**src/rtl/insn_encoder_loader_pkg.sv**
```systemverilog
// rtl/insn_encoder_loader_pkg.sv - shared opcode numbering, word fields and loader states
// Contents: OP_* opcode indices (shared with the instruction-register decoder),
//           instruction word field positions, FSM state constants, encode_word().
package insn_encoder_loader_pkg;

  localparam logic [4:0] OP_NOP  = 5'd0;
  localparam logic [4:0] OP_LD   = 5'd1;
  localparam logic [4:0] OP_ST   = 5'd2;
  localparam logic [4:0] OP_ADD  = 5'd3;
  localparam logic [4:0] OP_SUB  = 5'd4;
  localparam logic [4:0] OP_AND  = 5'd5;
  localparam logic [4:0] OP_OR   = 5'd6;
  localparam logic [4:0] OP_XOR  = 5'd7;
  localparam logic [4:0] OP_NOT  = 5'd8;
  localparam logic [4:0] OP_SHL  = 5'd9;
  localparam logic [4:0] OP_SHR  = 5'd10;
  localparam logic [4:0] OP_JMP  = 5'd11;
  localparam logic [4:0] OP_JZ   = 5'd12;
  localparam logic [4:0] OP_JNZ  = 5'd13;
  localparam logic [4:0] OP_CALL = 5'd14;
  localparam logic [4:0] OP_RET  = 5'd15;
  localparam logic [4:0] OP_PUSH = 5'd16;
  localparam logic [4:0] OP_POP  = 5'd17;

  localparam int OPC_HI = 15;
  localparam int OPC_LO = 11;
  localparam int IMM_HI = 7;
  localparam int IMM_LO = 0;

  localparam logic [1:0] ST_IDLE = 2'd0;
  localparam logic [1:0] ST_RUN  = 2'd1;
  localparam logic [1:0] ST_DONE = 2'd2;

  // Bits [10:8] are reserved and always written as zero.
  function automatic logic [15:0] encode_word(input logic [4:0] opc, input logic [7:0] imm_v);
    logic [15:0] w_word;
    w_word = '0;
    w_word[OPC_HI:OPC_LO] = opc;
    w_word[IMM_HI:IMM_LO] = imm_v;
    return w_word;
  endfunction

endpackage

```
**src/rtl/insn_encoder_loader_if.sv**
```systemverilog
// rtl/insn_encoder_loader_if.sv - control, operand stream and memory write bus of the loader
// Signals: start/base_addr/len (run setup), op_onehot/imm/in_valid/in_ready (operand stream),
//          mem_busy/mem_we/mem_addr/mem_wdata (program RAM writes),
//          busy/done/err/words_written (status).
// Modports: master = host/loader and RAM side, slave = insn_encoder_loader.
interface insn_encoder_loader_if #(
  parameter int ADDR_W = 8,
  parameter int LEN_W  = 9
);
  logic              start;
  logic [ADDR_W-1:0] base_addr;
  logic [LEN_W-1:0]  len;
  logic [17:0]       op_onehot;
  logic [7:0]        imm;
  logic              in_valid;
  logic              in_ready;
  logic              mem_busy;
  logic              mem_we;
  logic [ADDR_W-1:0] mem_addr;
  logic [15:0]       mem_wdata;
  logic              busy;
  logic              done;
  logic              err;
  logic [LEN_W-1:0]  words_written;

  modport master (
    output start, base_addr, len, op_onehot, imm, in_valid, mem_busy,
    input  in_ready, mem_we, mem_addr, mem_wdata, busy, done, err, words_written
  );

  modport slave (
    input  start, base_addr, len, op_onehot, imm, in_valid, mem_busy,
    output in_ready, mem_we, mem_addr, mem_wdata, busy, done, err, words_written
  );
endinterface

```
**src/rtl/insn_encoder_loader_onehot18_encoder.sv**
```systemverilog
// rtl/insn_encoder_loader_onehot18_encoder.sv - 18-bit one-hot to 5-bit index, combinational
// Ports: i_onehot (operation select), o_index (position of the set bit),
//        o_valid (exactly one bit set).
module onehot18_encoder (
  input  logic [17:0] i_onehot,
  output logic [4:0]  o_index,
  output logic        o_valid
);

  logic [4:0] w_count;

  // o_index is only meaningful when o_valid; the caller substitutes nop otherwise.
  always_comb begin
    o_index = '0;
    w_count = '0;
    o_valid = 1'b0;
    for (int k = 0; k < 18; k++) begin
      if (i_onehot[k]) begin
        o_index = 5'(k);
        w_count = w_count + 5'd1;
      end
    end
    o_valid = (w_count == 5'd1);
  end

endmodule

```
**src/rtl/insn_encoder_loader.sv**
```systemverilog
// rtl/insn_encoder_loader.sv - encodes (one-hot op, imm) pairs and writes them to program RAM
// Ports: i_clk (clock), i_rst (async active-high reset),
//        bus (insn_encoder_loader_if.slave: run setup, operand stream, RAM writes, status).
module insn_encoder_loader
  import insn_encoder_loader_pkg::*;
#(
  parameter int ADDR_W = 8,
  parameter int LEN_W  = 9
) (
  input  logic                  i_clk,
  input  logic                  i_rst,
  insn_encoder_loader_if.slave  bus
);

  logic [1:0]        r_state;
  logic [ADDR_W-1:0] r_addr;
  logic [LEN_W-1:0]  r_len;
  logic [LEN_W-1:0]  r_accepted;
  logic [LEN_W-1:0]  r_words;
  logic              r_mem_we;
  logic [15:0]       r_wdata;
  logic              r_err;

  logic [4:0]        w_idx;
  logic              w_onehot_ok;
  logic [15:0]       w_word;
  logic              w_in_ready;
  logic              w_fire;
  logic              w_complete;
  logic [LEN_W-1:0]  w_words_nxt;

  onehot18_encoder u_enc (
    .i_onehot (bus.op_onehot),
    .o_index  (w_idx),
    .o_valid  (w_onehot_ok)
  );

  assign w_word = encode_word(w_onehot_ok ? w_idx : OP_NOP, bus.imm);

  // A pending write that completes this edge frees the output stage, so a new
  // word can be accepted in the same cycle (1 word/cycle). A stalled write
  // blocks acceptance because mem_busy is high.
  assign w_in_ready  = (r_state == ST_RUN) && !bus.mem_busy && (r_accepted < r_len);
  assign w_fire      = bus.in_valid && w_in_ready;
  assign w_complete  = r_mem_we && !bus.mem_busy;
  assign w_words_nxt = r_words + LEN_W'(1);

  always_ff @(posedge i_clk or posedge i_rst) begin
    if (i_rst) begin
      r_state    <= ST_IDLE;
      r_addr     <= '0;
      r_len      <= '0;
      r_accepted <= '0;
      r_words    <= '0;
      r_mem_we   <= 1'b0;
      r_wdata    <= '0;
      r_err      <= 1'b0;
    end else begin
      case (r_state)
        ST_IDLE: begin
          if (bus.start) begin
            r_addr     <= bus.base_addr;
            r_len      <= bus.len;
            r_accepted <= '0;
            r_words    <= '0;
            r_err      <= 1'b0;
            r_state    <= (bus.len == '0) ? ST_DONE : ST_RUN;
          end
        end
        ST_RUN: begin
          if (w_fire) begin
            r_mem_we   <= 1'b1;
            r_wdata    <= w_word;
            r_accepted <= r_accepted + LEN_W'(1);
            if (!w_onehot_ok) r_err <= 1'b1;
          end else if (w_complete) begin
            r_mem_we <= 1'b0;
          end
          if (w_complete) begin
            r_addr  <= r_addr + ADDR_W'(1);
            r_words <= w_words_nxt;
            // The final completion can never coincide with a fire: every word is already accepted.
            if (w_words_nxt == r_len) r_state <= ST_DONE;
          end
        end
        ST_DONE: r_state <= ST_IDLE;
        default: r_state <= ST_IDLE;
      endcase
    end
  end

  assign bus.in_ready      = w_in_ready;
  assign bus.mem_we        = r_mem_we;
  assign bus.mem_addr      = r_addr;
  assign bus.mem_wdata     = r_wdata;
  assign bus.busy          = (r_state == ST_RUN);
  assign bus.done          = (r_state == ST_DONE);
  assign bus.err           = r_err;
  assign bus.words_written = r_words;

endmodule

```
**src/flat_wrapper.sv**
```systemverilog
// flat-port wrapper written by rule: the top's interface ports become plain ports
module insn_encoder_loader_flat import insn_encoder_loader_pkg::*;
#(
  parameter int ADDR_W = 8,
  parameter int LEN_W  = 9
)
  (i_clk, i_rst, bus_start, bus_base_addr, bus_len, bus_op_onehot, bus_imm, bus_in_valid, bus_mem_busy, bus_in_ready, bus_mem_we, bus_mem_addr, bus_mem_wdata, bus_busy, bus_done, bus_err, bus_words_written);
  insn_encoder_loader_if #(.ADDR_W(ADDR_W), .LEN_W(LEN_W)) bus_i ();
  input  logic i_clk;
  input  logic i_rst;
  input wire logic [$bits(bus_i.start)-1:0] bus_start;
  input wire logic [$bits(bus_i.base_addr)-1:0] bus_base_addr;
  input wire logic [$bits(bus_i.len)-1:0] bus_len;
  input wire logic [$bits(bus_i.op_onehot)-1:0] bus_op_onehot;
  input wire logic [$bits(bus_i.imm)-1:0] bus_imm;
  input wire logic [$bits(bus_i.in_valid)-1:0] bus_in_valid;
  input wire logic [$bits(bus_i.mem_busy)-1:0] bus_mem_busy;
  output wire logic [$bits(bus_i.in_ready)-1:0] bus_in_ready;
  output wire logic [$bits(bus_i.mem_we)-1:0] bus_mem_we;
  output wire logic [$bits(bus_i.mem_addr)-1:0] bus_mem_addr;
  output wire logic [$bits(bus_i.mem_wdata)-1:0] bus_mem_wdata;
  output wire logic [$bits(bus_i.busy)-1:0] bus_busy;
  output wire logic [$bits(bus_i.done)-1:0] bus_done;
  output wire logic [$bits(bus_i.err)-1:0] bus_err;
  output wire logic [$bits(bus_i.words_written)-1:0] bus_words_written;
  assign bus_i.start = bus_start;
  assign bus_i.base_addr = bus_base_addr;
  assign bus_i.len = bus_len;
  assign bus_i.op_onehot = bus_op_onehot;
  assign bus_i.imm = bus_imm;
  assign bus_i.in_valid = bus_in_valid;
  assign bus_i.mem_busy = bus_mem_busy;
  assign bus_in_ready = bus_i.in_ready;
  assign bus_mem_we = bus_i.mem_we;
  assign bus_mem_addr = bus_i.mem_addr;
  assign bus_mem_wdata = bus_i.mem_wdata;
  assign bus_busy = bus_i.busy;
  assign bus_done = bus_i.done;
  assign bus_err = bus_i.err;
  assign bus_words_written = bus_i.words_written;
  insn_encoder_loader #(.ADDR_W(ADDR_W), .LEN_W(LEN_W)) u_core (.i_clk(i_clk), .i_rst(i_rst), .bus(bus_i));
endmodule
```
**config.mk**
```make
export PLATFORM = sky130hd
export DESIGN_NAME = insn_encoder_loader_flat
export DESIGN_NICKNAME = d
export VERILOG_FILES = /design/src/rtl/insn_encoder_loader_pkg.sv /design/src/rtl/insn_encoder_loader_if.sv /design/src/rtl/insn_encoder_loader_onehot18_encoder.sv /design/src/rtl/insn_encoder_loader.sv /design/src/flat_wrapper.sv
export SDC_FILE = /design/constraint.sdc
export NUM_CORES = 1
export LEC_CHECK = 0
export ABC_AREA = 1
export CAP_MARGIN = 0
export CORE_AREA = 2 2 112 114
export CTS_CLUSTER_DIAMETER = 100
export DETAILED_ROUTE_END_ITERATION = 6
export DIE_AREA = 0 0 114 116
export PLACE_DENSITY_LB_ADDON = 0.08
export SLEW_MARGIN = 10
export SYNTH_ARGS = -nofsm -noshare
export SYNTH_HDL_FRONTEND = slang
export SYNTH_HIERARCHICAL = 1
export SYNTH_SLANG_ARGS = --single-unit
export TNS_END_PERCENT = 30
```
**constraint.sdc**
```tcl
create_clock -name i_clk -period 1.83 [get_ports i_clk]
set_input_delay 0.366 -clock i_clk [delete_from_list [all_inputs] [get_ports i_clk]]
set_output_delay 0.366 -clock i_clk [all_outputs]
set_load 0.01 [all_outputs]
```
==> impl_metrics.env, run 1 <==
# implementation run metrics
export IMPL_num_antenna_cells=0
export IMPL_edf_count=0
export IMPL_global_route_usage_sum_pct=26.42
export IMPL_fp_util_pct=43.51
export IMPL_cp_slowest_stage_delay_ps=270
export IMPL_setup_violations=7
export IMPL_synthCells=792
export IMPL_setup_ws_ps=-5694
export IMPL_cp_max_fo=6
export IMPL_static_leakage_power_nw=4.764
export IMPL_status="finished, violations left"
export IMPL_timing_final_hold_violations=0
export IMPL_violated_checks="setup timing"
export IMPL_vias_in_the_first_global_route=6402
export IMPL_lay_top_cells="buf_4, nand2_1, inv_1, nand2_2, clkdlybuf4s50_1"
export IMPL_ys_seq_share_pct=25.11
export IMPL_clk_pin_slew_ps=70
export IMPL_vdd_ir_drop_worst_uv=569.7
export IMPL_stdcell_count=1270
export IMPL_fraction_of_registers_with_async_set_or_reset_after_synthesis_pct=100.0
export IMPL_post_route_drc_count=0
export IMPL_synthesis_yosys_warnings=6
export IMPL_holdCritPathClass="input pin to async pin"
==> run 1: cell families (layout without fill, tap and decap cells) <==
group | count (synthesis) | in the layout | synth area share, %
buffers and inverters | 138 | 467 | 10.62
other | 1 | 3 | 0.07236
xor gates and xnor gates | 6 | 6 | 1.014
AOI/OAI and AO/OA | 88 | 88 | 9.343
and+or+nand+nor | 479 | 479 | 47.08
adders and majority gates | 28 | 28 | 6.760
DFF | 52 | 52 | 25.11
==> run 1: through the flow <==
stage	power, mW	utilization [%]
floorplan	4.950	-
global placement	6.868	61.95
detailed placement	7.029	61.95
CTS	8.869	71.36
global route	10.52	74.99
finish	9.707	74.99
==> run 1: path summary, 6_finish.rpt <==
check | endpoint | depth (start not counted) | from
max in group asynchronous | u_core/r_len[6] | 3 | i_rst
worst max register to register | u_core/bus.mem_wdata[15] | 11 | u_core/r_len[2]
worst min-delay path | u_core/bus.mem_wdata[7] | 2 | i_rst
min in group i_clk | u_core/bus.mem_wdata[5] | 2 | u_core/bus.mem_wdata[5]
worst max-delay path | u_core/bus.err | 64 | bus_op_onehot[1]
worst min register to register | u_core/bus.mem_wdata[5] | 2 | u_core/bus.mem_wdata[5]
==> run 1: synthesized netlist by cell type, types with 7 or more instances <==
master     n  area (µm²)
nand3_2   20       200.2
inv_1    109       409.1
nor2_1    59       221.5
ha_1      28       350.3
nand2_4   11       123.9
o21ai_0   36       180.2
nand2_1  220       825.8
nand2_2   62       387.9
inv_2     16       60.06
a21oi_1   25       125.1
nor2_2     7       43.79
o21ai_1    9       45.04
nand3_1   69       345.3
dfrtp_1   52        1301
==> run 1: cell type report <==
class / instances / area, µm²
clock buffers: 6 / 138.9
clock inverters: 2 / 13.76
flip-flops and latches: 52 / 1301
fillers: 839 / 2979
repair buffers: 333 / 2779
inverters: 126 / 488.0
multi-input cells: 604 / 4028
well taps: 147 / 183.9
==> run 1: routing by layer <==
layer / GRT usage [%] / routed length [µm]
met5: 0 / 0
met4: 11.95 / 682
met3: 3.190 / 537
met2: 49.52 / 9170
met1: 30.02 / 7035
==> run 1: power by group <==
group	total [mW]	internal, mW	switching, mW
sequential	1.95	1.59	0.365
clock	0.978	0.548	0.430
combinational	6.78	3.46	3.31
total	9.71	5.60	4.11
==> run 1: timing repair <==
| item | CTS | global route |
|---|---|---|
| endpoints found under the setup margin | 22 | 26 |
| setup buffers | 119 | 13 |
| pin swaps | 49 | 90 |
| resized | 37 | 122 |
==> run 1: worst max-delay path: cells and delay by family <==
family / cells / cell delay, ps
fa+ha+maj: 15 / 3550
buf+inv: 12 / 1040
simple gates: 37 / 2780
==> run 1: state kept, by name, indices dropped and copies added (netlist names) <==
| signal | cells |
|---|---|
| u_core/bus.mem_wdata | 13 |
| u_core/bus.words_written | 9 |
| u_core/r_accepted | 9 |
| u_core/r_len | 9 |
| u_core/bus.mem_addr | 8 |
| u_core/r_state | 2 |
| u_core/bus.err | 1 |
| u_core/bus.mem_we | 1 |
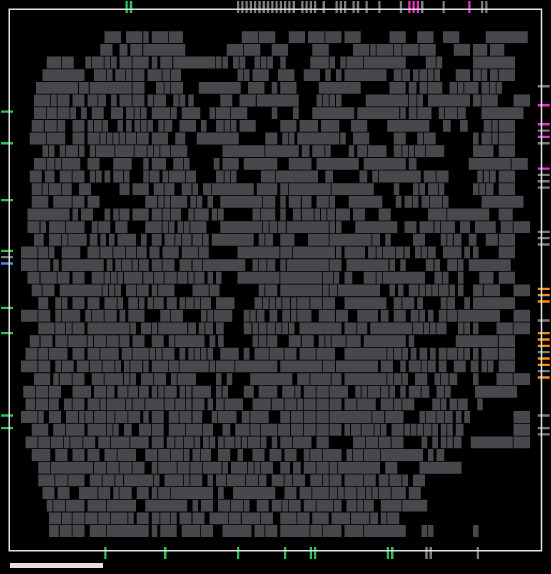
Figure 1: run 1, I/O pins on the die edge.
Scale bar: 20 µm. Pins as bars across the die edge, other pins in grey.
- blue: `bus_err` (pins 1; direction output; edge west)
- orange: `bus_len` (pins 9; direction input; edge east)
- magenta: `bus_mem_addr` (pins 8; direction output; edge 4 east, 4 north)
- green: `bus_op_onehot` (pins 18; direction input; edge 8 south, 8 west, 2 north)
- all pins by edge: 37 north, 28 east, 11 south, 10 west

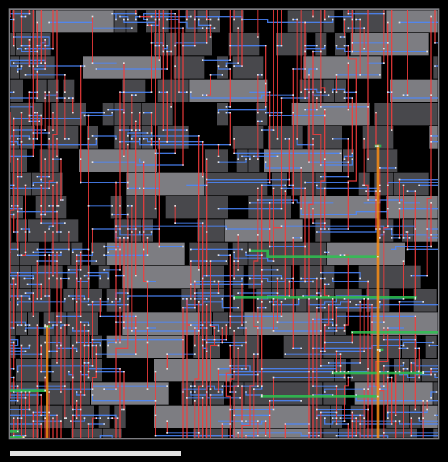
Figure 2: run 1, a small window of the routed layout.
Scale bar: 20 µm. Region (32, 56) to (82, 106) µm. Cells in grey, sequential cells in the stronger grey; small squares are vias.
- green: metal 3
- red: metal 2
- orange: metal 4
- blue: metal 1
- cells with their middle in the window: 206
- most frequent: nand2_1 (52), dfrtp_1 (26), buf_4 (18)
- sequential cells in the window: 26
- netlist names of flops here include: `u_core/bus.mem_wdata` (13), `u_core/r_accepted` (5), `u_core/r_len` (3)

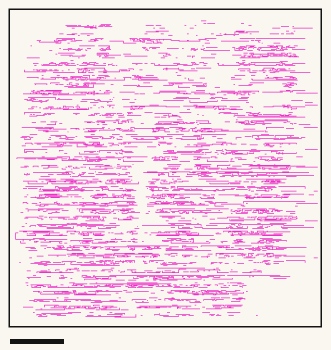
Figure 3: run 1, M1 wires.
Scale bar: 20 µm.
- nets with wire on the layer: 1,110
- wire length on this layer: 7,040 µm
- main direction: horizontal
- share of all routed wire: 40%
- longest straight run: 33.6 µm
Via Count: 6,333
Post-Route WL: 17,430 µm
met1 Track Usage GR: 30.02%

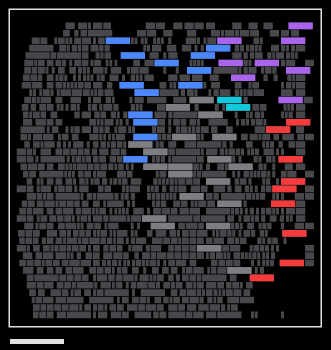
Figure 4: run 1, sequential cells coloured by netlist name.
Scale bar: 20 µm. Other sequential cells in the stronger grey, the rest of the logic in the fainter grey.
- cyan: `u_core/r_state` (flops 2)
- purple: `u_core/bus.mem_addr` (flops 8; where north-east)
- red: `u_core/bus.words_written` (flops 9)
- blue: `u_core/bus.mem_wdata` (flops 13; where north)
- not coloured: 20

==> run 2: changes to the inputs <==
- PLACE_DENSITY: default -> 0.66
- PLACE_DENSITY_LB_ADDON: 0.08 -> default
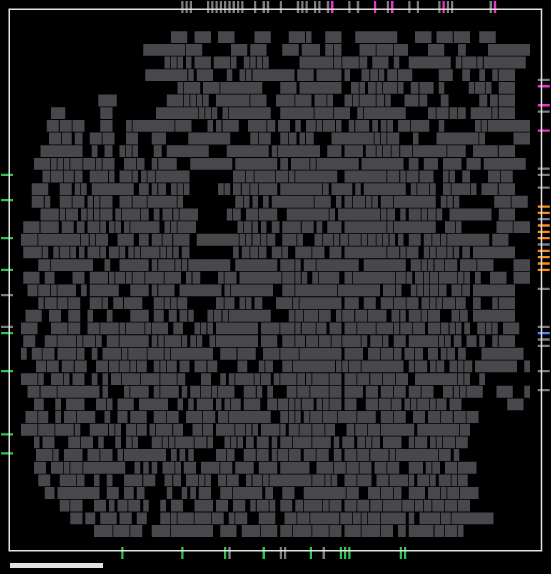
Figure 5: run 2, I/O pins on the die edge.
Scale bar: 20 µm. Pins as bars across the die edge, other pins in grey.
- green: `bus_op_onehot` (pins 18; direction input; edge 10 south, 8 west)
- orange: `bus_len` (pins 9; direction input; edge east)
- magenta: `bus_mem_addr` (pins 8; direction output; edge 5 north, 3 east)
- blue: `bus_err` (pins 1; direction output; edge east)
- all pins by edge: 36 north, 26 east, 14 south, 10 west
die boundary height: 116 µm
number of buffers added on ports: 82

==> impl_metrics.env, run 2 <==
# implementation run metrics
export IMPL_fp_util_pct=43.51
export IMPL_setup_violations=25
export IMPL_cp_slowest_stage_delay_ps=270
export IMPL_netlist_logic_family_top="simple AND/OR/NAND/NOR gates"
export IMPL_yosysMostFrequentCell="nand2_1"
export IMPL_status="finished, violations left"
export IMPL_post_route_drc_count=0
export IMPL_synthTopCellsByArea="dfrtp_1, nand2_1, inv_1"
export IMPL_setup_ws_ps=-5737
export IMPL_worstPathBufferInverterCount=8
export IMPL_synth_compound_area_share_pct=9.343
export IMPL_vias_in_the_first_global_route=6239
export IMPL_power_report_internal_total_mw=5.470
export IMPL_lay_top_cells="buf_4, nand2_1, inv_1, clkdlybuf4s50_1, nand2_2"
export IMPL_path_depth=62
export IMPL_yosys_mux_area_fraction_pct=0
export IMPL_post_synth_and_or_nand_nor_area_fraction_pct=47.08
export IMPL_static_leakage_power_nw=4.729
export IMPL_holdCritPathClass="input pin to async pin"
export IMPL_cp_max_fo=6
export IMPL_fraction_of_registers_with_async_set_or_reset_after_synthesis_pct=100.0
export IMPL_netSwitchingFraction_pct=44.29
export IMPL_violated_checks="setup timing"
export IMPL_p_comb_share_pct=70.4
export IMPL_power_switching_mw=4.349
export IMPL_synthesis_yosys_warnings=6
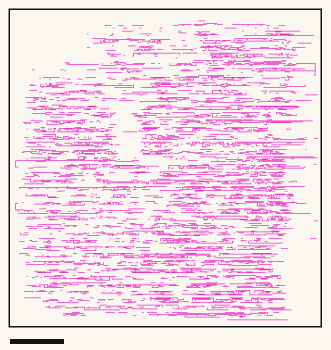
Figure 6: run 2, M1 wires.
Scale bar: 20 µm.
Via Count: 6,430
Post-Route WL: 18,880 µm
met1 Track Usage GR: 28.78%

[run 2: logic make-up after synthesis]
kind of cell | count (synthesis)
AOI/OAI and AO/OA | 88
xor gates and xnor gates | 6
adders and majority gates | 28
buffers and inverters | 138
DFF | 52
other | 1
and+or+nand+nor | 479
[run 2: how the worst min path moves through the flow]
stage	to	slack, ps	depth (start not counted)
6_report	u_core/bus.mem_addr[5]	420	3
5_1_grt	u_core/bus.mem_addr[4]	470	3
4_1_cts	u_core/bus.mem_addr[5]	450	3
3_5_place_dp	u_core/bus.mem_wdata[3]	460	2
3_3_place_gp	u_core/bus.mem_wdata[4]	460	2
2_1_floorplan	u_core/bus.mem_wdata[0]	480	2
[run 2: layout make-up]
cell class | instances | area, µm²
Multi-Input combinational cell | 604 | 4187
Fill cell | 862 | 3035
Timing Repair Buffer | 305 | 2577
Sequential cell | 52 | 1301
Inverter | 126 | 493.0
Tap cell | 147 | 183.9
Clock buffer | 6 | 128.9
Clock inverter | 1 | 5.005
[run 2: metal layers]
layer	vias up	global-route usage (%)	share of wire, %
li1	3114	-	-
met1	2953	28.78	38
met2	281	47.70	52
met3	82	2.615	5.9
met4	0	13.01	4.3
met5	-	0	0
[run 2: tightest hold or removal path, cell delays in order]
cell             delay [ps]
clkdlybuf4s50_1         410
inv_2                    70
buf_12                  250
[run 2: what timing repair did]
item                       CTS  global route
buffers inserted            84            19
hold endpoints to repair     0             0
setup endpoints to repair   21            27
gates resized               53           133
pin swaps                   63            97
[run 2: power by group through the flow]
stage	combinational (mW)	clock (mW)	sequential [mW]
2_1_floorplan	2.90	0	2.05
3_3_place_gp	4.93	0	1.93
3_5_place_dp	5.11	0	1.95
4_1_cts	5.75	0.915	1.94
5_1_grt	7.51	0.961	2.05
6_report	6.91	0.911	2.00
==> run 3: changes to the inputs <==
- ABC_AREA: 1 -> default
- CORE_AREA: 2 2 112 114 -> 2 2 109 111
- DIE_AREA: 0 0 114 116 -> 0 0 111 113
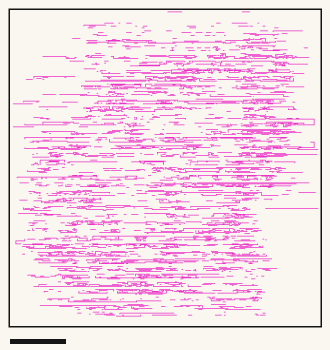
Figure 7: run 3, M1 wires.
Scale bar: 20 µm.
Post-Route WL: 14,690 µm
Via Count: 5,223
met1 Track Usage GR: 28.24%

==> impl_metrics.env, run 3 <==
# implementation run metrics
export IMPL_status="finished, violations left"
export IMPL_violated_checks="setup timing"
export IMPL_fp_util_pct=43.09
export IMPL_vias_in_the_first_global_route=5234
export IMPL_synthesis_yosys_warnings=6
export IMPL_num_fill_cells=863
export IMPL_cp_slowest_stage_delay_ps=320
export IMPL_post_route_drc_count=0
export IMPL_setup_ws_ps=-7780
export IMPL_synth_stat_cells=585
export IMPL_setup_violations=26
export IMPL_globalRouteMet2Util_pct=41.68
export IMPL_synthTopCellsByArea="dfrtp_1, ha_1, xnor2_1"
export IMPL_die_size_y_um=113
export IMPL_pin_count=86
export IMPL_port_buffer_count=82
export IMPL_top_area_share_pct=26.79
export IMPL_static_leakage_power_nw=3.405
export IMPL_holdCritPathClass="input pin to async pin"
export IMPL_global_route_usage_met3_pct=3.053
export IMPL_gr_max_usage_layer="met2"
export IMPL_cp_max_fo=5
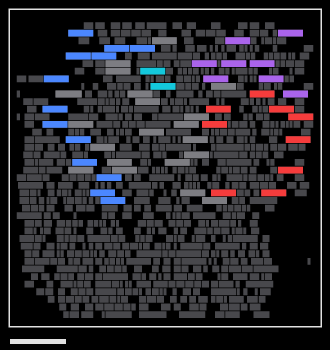
Figure 8: run 3, sequential cells coloured by netlist name.
Scale bar: 20 µm. Other sequential cells in the stronger grey, the rest of the logic in the fainter grey.
- blue: `u_core/bus.mem_wdata` (flops 13)
- purple: `u_core/bus.mem_addr` (flops 8; where north-east)
- red: `u_core/bus.words_written` (flops 9)
- cyan: `u_core/r_state` (flops 2)
- not coloured: 20

==> run 3: worst max path at each step <==
stage | start | to | depth (start not counted)
6_report | bus_op_onehot[1] | u_core/bus.mem_wdata[11] | 51
5_1_grt | bus_op_onehot[1] | u_core/bus.mem_wdata[11] | 51
4_1_cts | bus_op_onehot[1] | u_core/bus.mem_wdata[13] | 51
3_5_place_dp | bus_op_onehot[0] | u_core/bus.mem_wdata[14] | 51
3_3_place_gp | bus_op_onehot[1] | u_core/bus.mem_wdata[11] | 51
2_1_floorplan | bus_op_onehot[0] | u_core/bus.err | 49
==> run 3: logic make-up after synthesis <==
family / after synthesis / synth area share (%)
flip-flops: 52 / 26.79
multiplexers: 21 / 4.972
other: 1 / 0.07721
XOR/XNOR: 61 / 14.27
AND-OR/OR-AND: 146 / 18.91
buffers and inverters: 60 / 5.718
AND/OR/NAND/NOR: 216 / 22.05
adder cells (fa/ha/maj): 28 / 7.213
==> run 3: report_power, final <==
part           total, mW  switching, mW  leakage [nW]  internal (mW)
clock network      0.905          0.407        0.0667          0.498
registers           1.88          0.323         0.661           1.55
logic               10.4           4.65          2.68           5.73
==> run 3: cell type report <==
type | instances | area [µm²] | share of cell area [%]
Inverter | 23 | 101.3 | 1.302
Sequential cell | 52 | 1303 | 16.73
Multi-Input combinational cell | 475 | 3817 | 49.04
Clock inverter | 1 | 5.005 | 0.06430
Clock buffer | 6 | 128.9 | 1.656
Tap cell | 143 | 178.9 | 2.299
Timing Repair Buffer | 261 | 2250 | 28.90
==> run 3: through the flow <==
stage	total power, mW	setup WS (ps)
2_1_floorplan	7.165	-7961
3_3_place_gp	10.53	-8405
3_5_place_dp	10.86	-8713
4_1_cts	12.34	-7765
5_1_grt	14.15	-8034
6_report	13.17	-7780
==> run 3: metal layers <==
metal	share of wire (%)	routed length, µm	vias up
met5	0	0	-
met4	1.0	153	0
met3	4.0	581	10
met2	51	7560	143
met1	44	6393	2523
li1	-	-	2547
==> run 3: timing repair <==
action | CTS | global route
pin swaps | 33 | 8
buffers inserted | 15 | 6
gates resized | 60 | 30
endpoints found under the setup margin | 29 | 28
cloned | 0 | 0
Power figures rest on the tool's default switching activity, not on a simulated workload.
